File: src/rtl/mult_div_unit.sv
// Multicycle signed multiply (radix-2 Booth) / divide (restoring on magnitudes) unit.
// One iteration per clock; results land in HI/LO on the last iteration edge.
module mult_div_unit #(
  parameter int WIDTH = 32
) (
  input  logic             clk,
  input  logic             reset,
  input  logic             start,
  input  logic             op,
  input  logic [WIDTH-1:0] a,
  input  logic [WIDTH-1:0] b,
  output logic             busy,
  output logic             done,
  output logic             div_zero,
  output logic [WIDTH-1:0] hi,
  output logic [WIDTH-1:0] lo
);

  localparam int CW = $clog2(WIDTH);
  // Two guard bits keep the Booth partial sum from overflowing when |b| = 2^(WIDTH-1).
  localparam int AW = WIDTH + 2;
  localparam logic [CW-1:0] LAST = CW'(WIDTH - 1);

  typedef enum logic [1:0] {S_IDLE, S_MULT, S_DIV, S_FIN} state_t;

  state_t              state_q, state_d;
  logic [CW-1:0]       cnt_q, cnt_d;
  logic [AW+WIDTH-1:0] acc_q, acc_d;
  logic                qm1_q, qm1_d;
  logic [AW-1:0]       opnd_q, opnd_d;
  logic                qneg_q, qneg_d;
  logic                rneg_q, rneg_d;
  logic                dz_q, dz_d;
  logic [WIDTH-1:0]    hi_q, hi_d;
  logic [WIDTH-1:0]    lo_q, lo_d;

  logic [WIDTH-1:0]    a_mag, b_mag;
  logic [AW-1:0]       booth_sum;
  logic [AW+WIDTH-1:0] booth_acc;
  logic [WIDTH:0]      div_shift;
  logic [WIDTH+1:0]    div_diff;
  logic [WIDTH:0]      rem_n;
  logic [WIDTH-1:0]    quo_n;
  logic [AW+WIDTH-1:0] div_acc;

  assign a_mag = a[WIDTH-1] ? -a : a;
  assign b_mag = b[WIDTH-1] ? -b : b;

  // Booth step: acc = {A, Q}; add/subtract M per {Q[0], q-1}, then arithmetic shift right.
  always_comb begin
    unique case ({acc_q[0], qm1_q})
      2'b01:   booth_sum = acc_q[AW+WIDTH-1:WIDTH] + opnd_q;
      2'b10:   booth_sum = acc_q[AW+WIDTH-1:WIDTH] - opnd_q;
      default: booth_sum = acc_q[AW+WIDTH-1:WIDTH];
    endcase
    booth_acc = {booth_sum[AW-1], booth_sum, acc_q[WIDTH-1:1]};
  end

  // Restoring step: acc = {remainder, dividend shifting out / quotient shifting in}.
  always_comb begin
    div_shift = {acc_q[2*WIDTH-1:WIDTH], acc_q[WIDTH-1]};
    div_diff  = {1'b0, div_shift} - opnd_q;
    rem_n     = div_diff[WIDTH+1] ? div_shift : div_diff[WIDTH:0];
    quo_n     = {acc_q[WIDTH-2:0], ~div_diff[WIDTH+1]};
    div_acc   = {1'b0, rem_n, quo_n};
  end

  always_comb begin
    // NOTE: every signal gets a default before the case so no path leaves one unassigned (no latches).
    state_d = state_q;
    cnt_d   = cnt_q;
    acc_d   = acc_q;
    qm1_d   = qm1_q;
    opnd_d  = opnd_q;
    qneg_d  = qneg_q;
    rneg_d  = rneg_q;
    dz_d    = 1'b0;
    hi_d    = hi_q;
    lo_d    = lo_q;
    unique case (state_q)
      S_IDLE: begin
        if (start) begin
          cnt_d  = '0;
          qm1_d  = 1'b0;
          qneg_d = a[WIDTH-1] ^ b[WIDTH-1];
          rneg_d = a[WIDTH-1];
          if (!op) begin
            acc_d   = {{AW{1'b0}}, a};
            opnd_d  = {{2{b[WIDTH-1]}}, b};
            state_d = S_MULT;
          end else if (b == '0) begin
            dz_d    = 1'b1;
            state_d = S_FIN;
          end else begin
            acc_d   = {{AW{1'b0}}, a_mag};
            opnd_d  = {2'b00, b_mag};
            state_d = S_DIV;
          end
        end
      end
      S_MULT: begin
        acc_d = booth_acc;
        qm1_d = acc_q[0];
        cnt_d = cnt_q + 1'b1;
        if (cnt_q == LAST) begin
          hi_d    = booth_acc[2*WIDTH-1:WIDTH];
          lo_d    = booth_acc[WIDTH-1:0];
          state_d = S_FIN;
        end
      end
      S_DIV: begin
        acc_d = div_acc;
        cnt_d = cnt_q + 1'b1;
        if (cnt_q == LAST) begin
          // Min-int / -1 yields magnitude 2^(WIDTH-1) with positive sign, which wraps to min-int.
          lo_d    = qneg_q ? -quo_n : quo_n;
          hi_d    = rneg_q ? -rem_n[WIDTH-1:0] : rem_n[WIDTH-1:0];
          state_d = S_FIN;
        end
      end
      S_FIN:   state_d = S_IDLE;
      default: state_d = S_IDLE;
    endcase
  end

  // NOTE: state uses non-blocking assignments and an asynchronous reset in the sensitivity list.
  always_ff @(posedge clk or posedge reset) begin
    if (reset) begin
      state_q <= S_IDLE;
      cnt_q   <= '0;
      acc_q   <= '0;
      qm1_q   <= 1'b0;
      opnd_q  <= '0;
      qneg_q  <= 1'b0;
      rneg_q  <= 1'b0;
      dz_q    <= 1'b0;
      hi_q    <= '0;
      lo_q    <= '0;
    end else begin
      state_q <= state_d;
      cnt_q   <= cnt_d;
      acc_q   <= acc_d;
      qm1_q   <= qm1_d;
      opnd_q  <= opnd_d;
      qneg_q  <= qneg_d;
      rneg_q  <= rneg_d;
      dz_q    <= dz_d;
      hi_q    <= hi_d;
      lo_q    <= lo_d;
    end
  end

  assign busy     = (state_q != S_IDLE);
  assign done     = (state_q == S_FIN);
  assign div_zero = dz_q;
  assign hi       = hi_q;
  assign lo       = lo_q;

endmodule

File: config.mk
export PLATFORM = sky130hd
export DESIGN_NAME = mult_div_unit
export DESIGN_NICKNAME = d
export VERILOG_FILES = /design/src/rtl/mult_div_unit.sv
export SDC_FILE = /design/constraint.sdc
export NUM_CORES = 1
export LEC_CHECK = 0
export CAP_MARGIN = 5
export CORE_MARGIN = 4
export CORE_UTILIZATION = 40
export CTS_CLUSTER_SIZE = 25
export DETAILED_ROUTE_END_ITERATION = 16
export HOLD_SLACK_MARGIN = 0.1
export PLACE_DENSITY = 0.64
export SETUP_SLACK_MARGIN = 0.02
export SYNTH_ARGS = -nofsm -noshare
export SYNTH_HDL_FRONTEND = slang
export SYNTH_SLANG_ARGS = --single-unit
File: constraint.sdc
create_clock -name clk -period 8.75 [get_ports clk]
set_input_delay 1.75 -clock clk [delete_from_list [all_inputs] [get_ports clk]]
set_output_delay 1.75 -clock clk [all_outputs]
set_load 0.01 [all_outputs]
Figure 1. I/O pins on the die edge.
Drawn at 2 px/micron. Pins as bars across the die edge, other pins in gray.
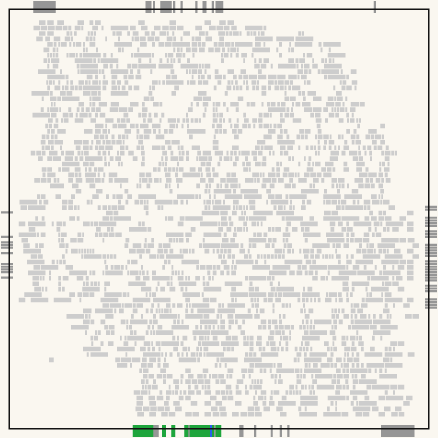
| port | color | pins | direction | edge |
|---|---|---|---|---|
| a | green | 32 | input | bottom |
| done | blue | 1 | output | bottom |
all pins by edge: 62 bottom, 33 top, 29 right, 11 left
Die W: 209 microns
IO Port Bufs: 134
Die Y: 209 microns

Figure 2. Layout detail.
Window x 132 to 182, y 132 to 182 microns. Cells in gray, sequential cells in the stronger gray; small squares are vias.
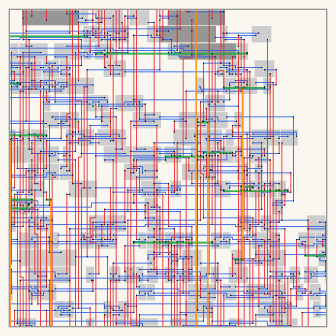
| layer | color |
|---|---|
| metal 2 | red |
| metal 3 | green |
| metal 1 | blue |
| metal 4 | orange |
netlist names of flops here include: opnd_q (4)
sequential cells in the window: 4
most frequent: a21oi_1 (20), nand2_1 (16), ha_1 (15)
cells with their middle in the window: 158

Figure 3. Met4 routing.
Drawn at 2 px/micron. Supply wires on this layer in gray. Cells faint in the background.
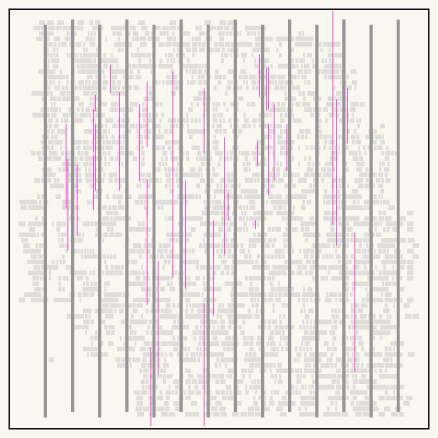
longest straight run: 107 microns
share of all routed wire: 2.3%
main direction: vertical
Vias: 16100
Routed WL: 57000 microns

==> impl_metrics.tcl <==
# metrics dict for downstream scripts
set metrics [dict create \
    status "finished clean" \
    grt_max_degree 98 \
    setup-tns-final_ns 0 \
    overflow 0 \
    topCellsByArea "dfrtp_1, o21ai_0, ha_1" \
    worst_setup_path_end_kind "flop" \
    setup_viol 0 \
    clockPowerShare_pct 9.1 \
    p_comb_share_pct 73.4 \
    warnings 29 \
    first_global_vias 15100 \
    path_class "flop to flop" \
    layout-drive-gt1-share_pct 4.05 \
    insertedDiodeCount 0 \
    ys_seq_share_pct 27.0 \
    cp_num_cells 20 \
    cp.arrival_ns 6.15 \
    wl_per_cell_microns 21.1 \
    synth.largest_area_cell "dfrtp_1" \
    syn2layout_area_growth_pct 13.7 \
    r2r-start "acc_q[31]" \
    cts.repair.resized 0 \
    skew_ns 0.0255 \
    clk_pin_slew_worst_paths_ns 0.09 \
    crit_end "lo[30]" \
    lay_top_cells "nand2_1, o21ai_0, dfrtp_1" \
    seq_power_share_pct 17.5 \
    dp_cells 2663 \
    ant_nets 0 \
    ys_cells 2123 \
    reg2regPathDepth 20 \
    ys_dominant_reg_cell "dfrtp_1" \
    yosysTopAreaCellShare_pct 27.0 \
    drt_iter0_drc 1586 \
    post-route-util_pct 46.1 \
    critPathLaunchType "flop" \
    numSynthFlops 174 \
    critPathRequiredTime_ns 9.07 \
    drv_slew 0 \
    top_cell "nand2_1" \
    root_buffer "clkbuf_16" \
    grt_pass1_wl_microns 88600 \
    switching_share_pct 56.9 \
    via_per_inst 5.99 \
    tightestPinTransition_ns 1.22 \
    placementRows 73 \
    common_cells "nand2_1, o21ai_0, dfrtp_1" \
    switchingPower_mw 4.90 \
    ys_warn_count 0 \
    r2r_end "lo[30]" \
    fmax_ghz 0.172 \
    antenna_found_initial 1 \
    critPathTopFamily "AND-OR/OR-AND gates" \
    first_pass_iters 5 \
    gp_congestion 0.936 \
    postCtsHoldBufs 0 \
    ys_async_sr_fraction_pct 100 \
    period_minus_slack_ns 5.83 \
    cp_cell_sequence "inv_1 > ha_1 > nand2b_1 > a211o_1 > a211o_1 > a311oi_4 > o2111a_1 > nor3_4 > inv_4 > ha_1 > nand2b_1 > nand2b_1 > nand2b_1 > nand2b_1 > or3_1 > o41ai_1 > xor2_1 > nor2_1 > a21oi_1 > o21ai_0" \
    fp_util_pct 40.6 \
    dp_hpwl_microns 43500 \
    crit_buf_inv 2 \
    r2r_setup_slack_ns 2.92 \
    layout_top_cell "nand2_1" \
]
Figure 4. The clock network.
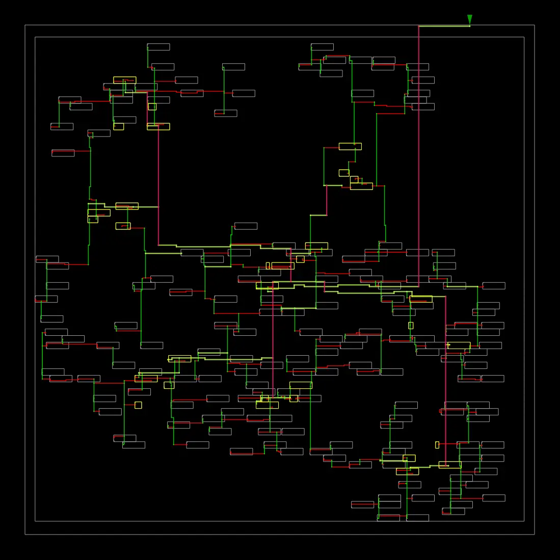
# clk buffers: 20
Clk Latency, worst-skew pair: 0.49 ns

Figure 5. Signal wires on met3.
Drawn at 2 px/micron. Cells faint in the background.
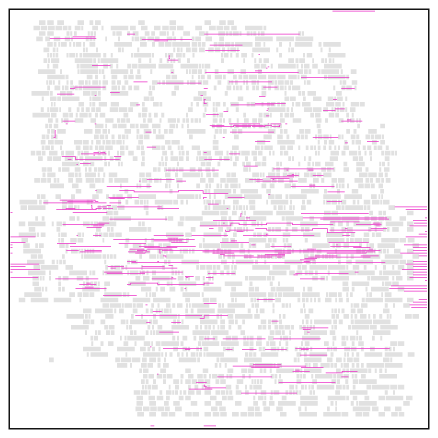
nets with wire on the layer: 221
main direction: horizontal
share of all routed wire: 6.1%
wire length on this layer: 3470 microns
longest straight run: 127 microns
met3 usage: 3.90%

how the worst min path moves through the flow:
stage | startpoint | endpoint | slack [ns] | cells past startpoint
2_1_floorplan | qm1_q | qm1_q | 0.47 | 1
3_3_place_gp | lo[25] | lo[25] | 0.46 | 1
3_5_place_dp | lo[7] | lo[7] | 0.47 | 1
4_1_cts | lo[7] | lo[7] | 0.49 | 1
5_1_grt | lo[9] | lo[9] | 0.50 | 1
6_report | lo[20] | lo[20] | 0.48 | 2
routing by layer:
layer / track usage [%] / wire length [microns] / vias up / part of all wire [%]
met5: 0 / 0 / - / 0
met4: 7.29 / 1330 / 0 / 2.3
met3: 3.90 / 3470 / 71 / 6.1
met2: 39.5 / 26000 / 553 / 46
met1: 36.5 / 26200 / 7713 / 46
li1: - / - / 7808 / -
metrics by stage:
step / instance area [sq um] / hold slack [ns] / total power [mW] / worst slack, ns
6_report: 18400 / 0.481 / 8.61 / 2.92
5_1_grt: 18400 / 0.504 / 9.29 / 2.52
4_1_cts: 18400 / 0.487 / 8.51 / 2.99
3_5_place_dp: 17800 / 0.470 / 7.70 / 2.58
3_3_place_gp: 17800 / 0.460 / 7.64 / 2.70
2_1_floorplan: 16200 / 0.466 / 5.98 / 2.28
cell families (layout without fill, tap and decap cells):
logic type / count (synthesis) / after routing / synth area share (%)
AOI/OAI and AO/OA: 748 / 748 / 29.2
xor gates and xnor gates: 180 / 180 / 9.76
adders and majority gates: 80 / 80 / 6.29
buffers and inverters: 214 / 262 / 5.16
DFF: 174 / 174 / 27.0
muxes: 40 / 40 / 2.53
and+or+nand+nor: 687 / 687 / 20.1
registers in the layout (all words and copies together) (netlist names):
register,flops
cnt_q,5
qneg_q,1
acc_q,66
lo,32
rneg_q,1
div_zero,1
state_q,2
opnd_q,33
hi,32
qm1_q,1
worst reg2reg max path, stage by stage, from the launching register on:
cell and delay, ns:
dfrtp_1 0.55, inv_1 0.12, ha_1 0.26, nand2b_1 0.19, a211o_1 0.35, a211o_1 0.39, a311oi_4 0.46, o2111a_1 0.52
nor3_4 0.08, inv_4 0.50, ha_1 0.30, nand2b_1 0.07, nand2b_1 0.17, nand2b_1 0.22, nand2b_1 0.28, or3_1 0.42
o41ai_1 0.32, xor2_1 0.18, nor2_1 0.05, a21oi_1 0.13, o21ai_0 0.09
power groups by stage:
| stage | logic [mW] | clock network [mW] | registers [mW] |
|---|---|---|---|
| floorplan | 4.72 | 0 | 1.26 |
| global placement | 6.14 | 0 | 1.51 |
| detailed placement | 6.19 | 0 | 1.51 |
| CTS | 6.22 | 0.787 | 1.50 |
| global route | 6.93 | 0.819 | 1.54 |
| finish | 6.32 | 0.780 | 1.51 |
cell type report:
cell class	count	area [sq um]	share of cell area, %
Timing Repair Buffer	148	1440	7.86
Tap cell	525	657	3.58
Clock buffer	20	447	2.43
Clock inverter	12	118	0.641
Sequential cell	174	4350	23.7
Multi-Input combinational cell	1735	11000	60.1
Inverter	82	315	1.72
Power figures rest on the tool's default switching activity, not on a simulated workload.
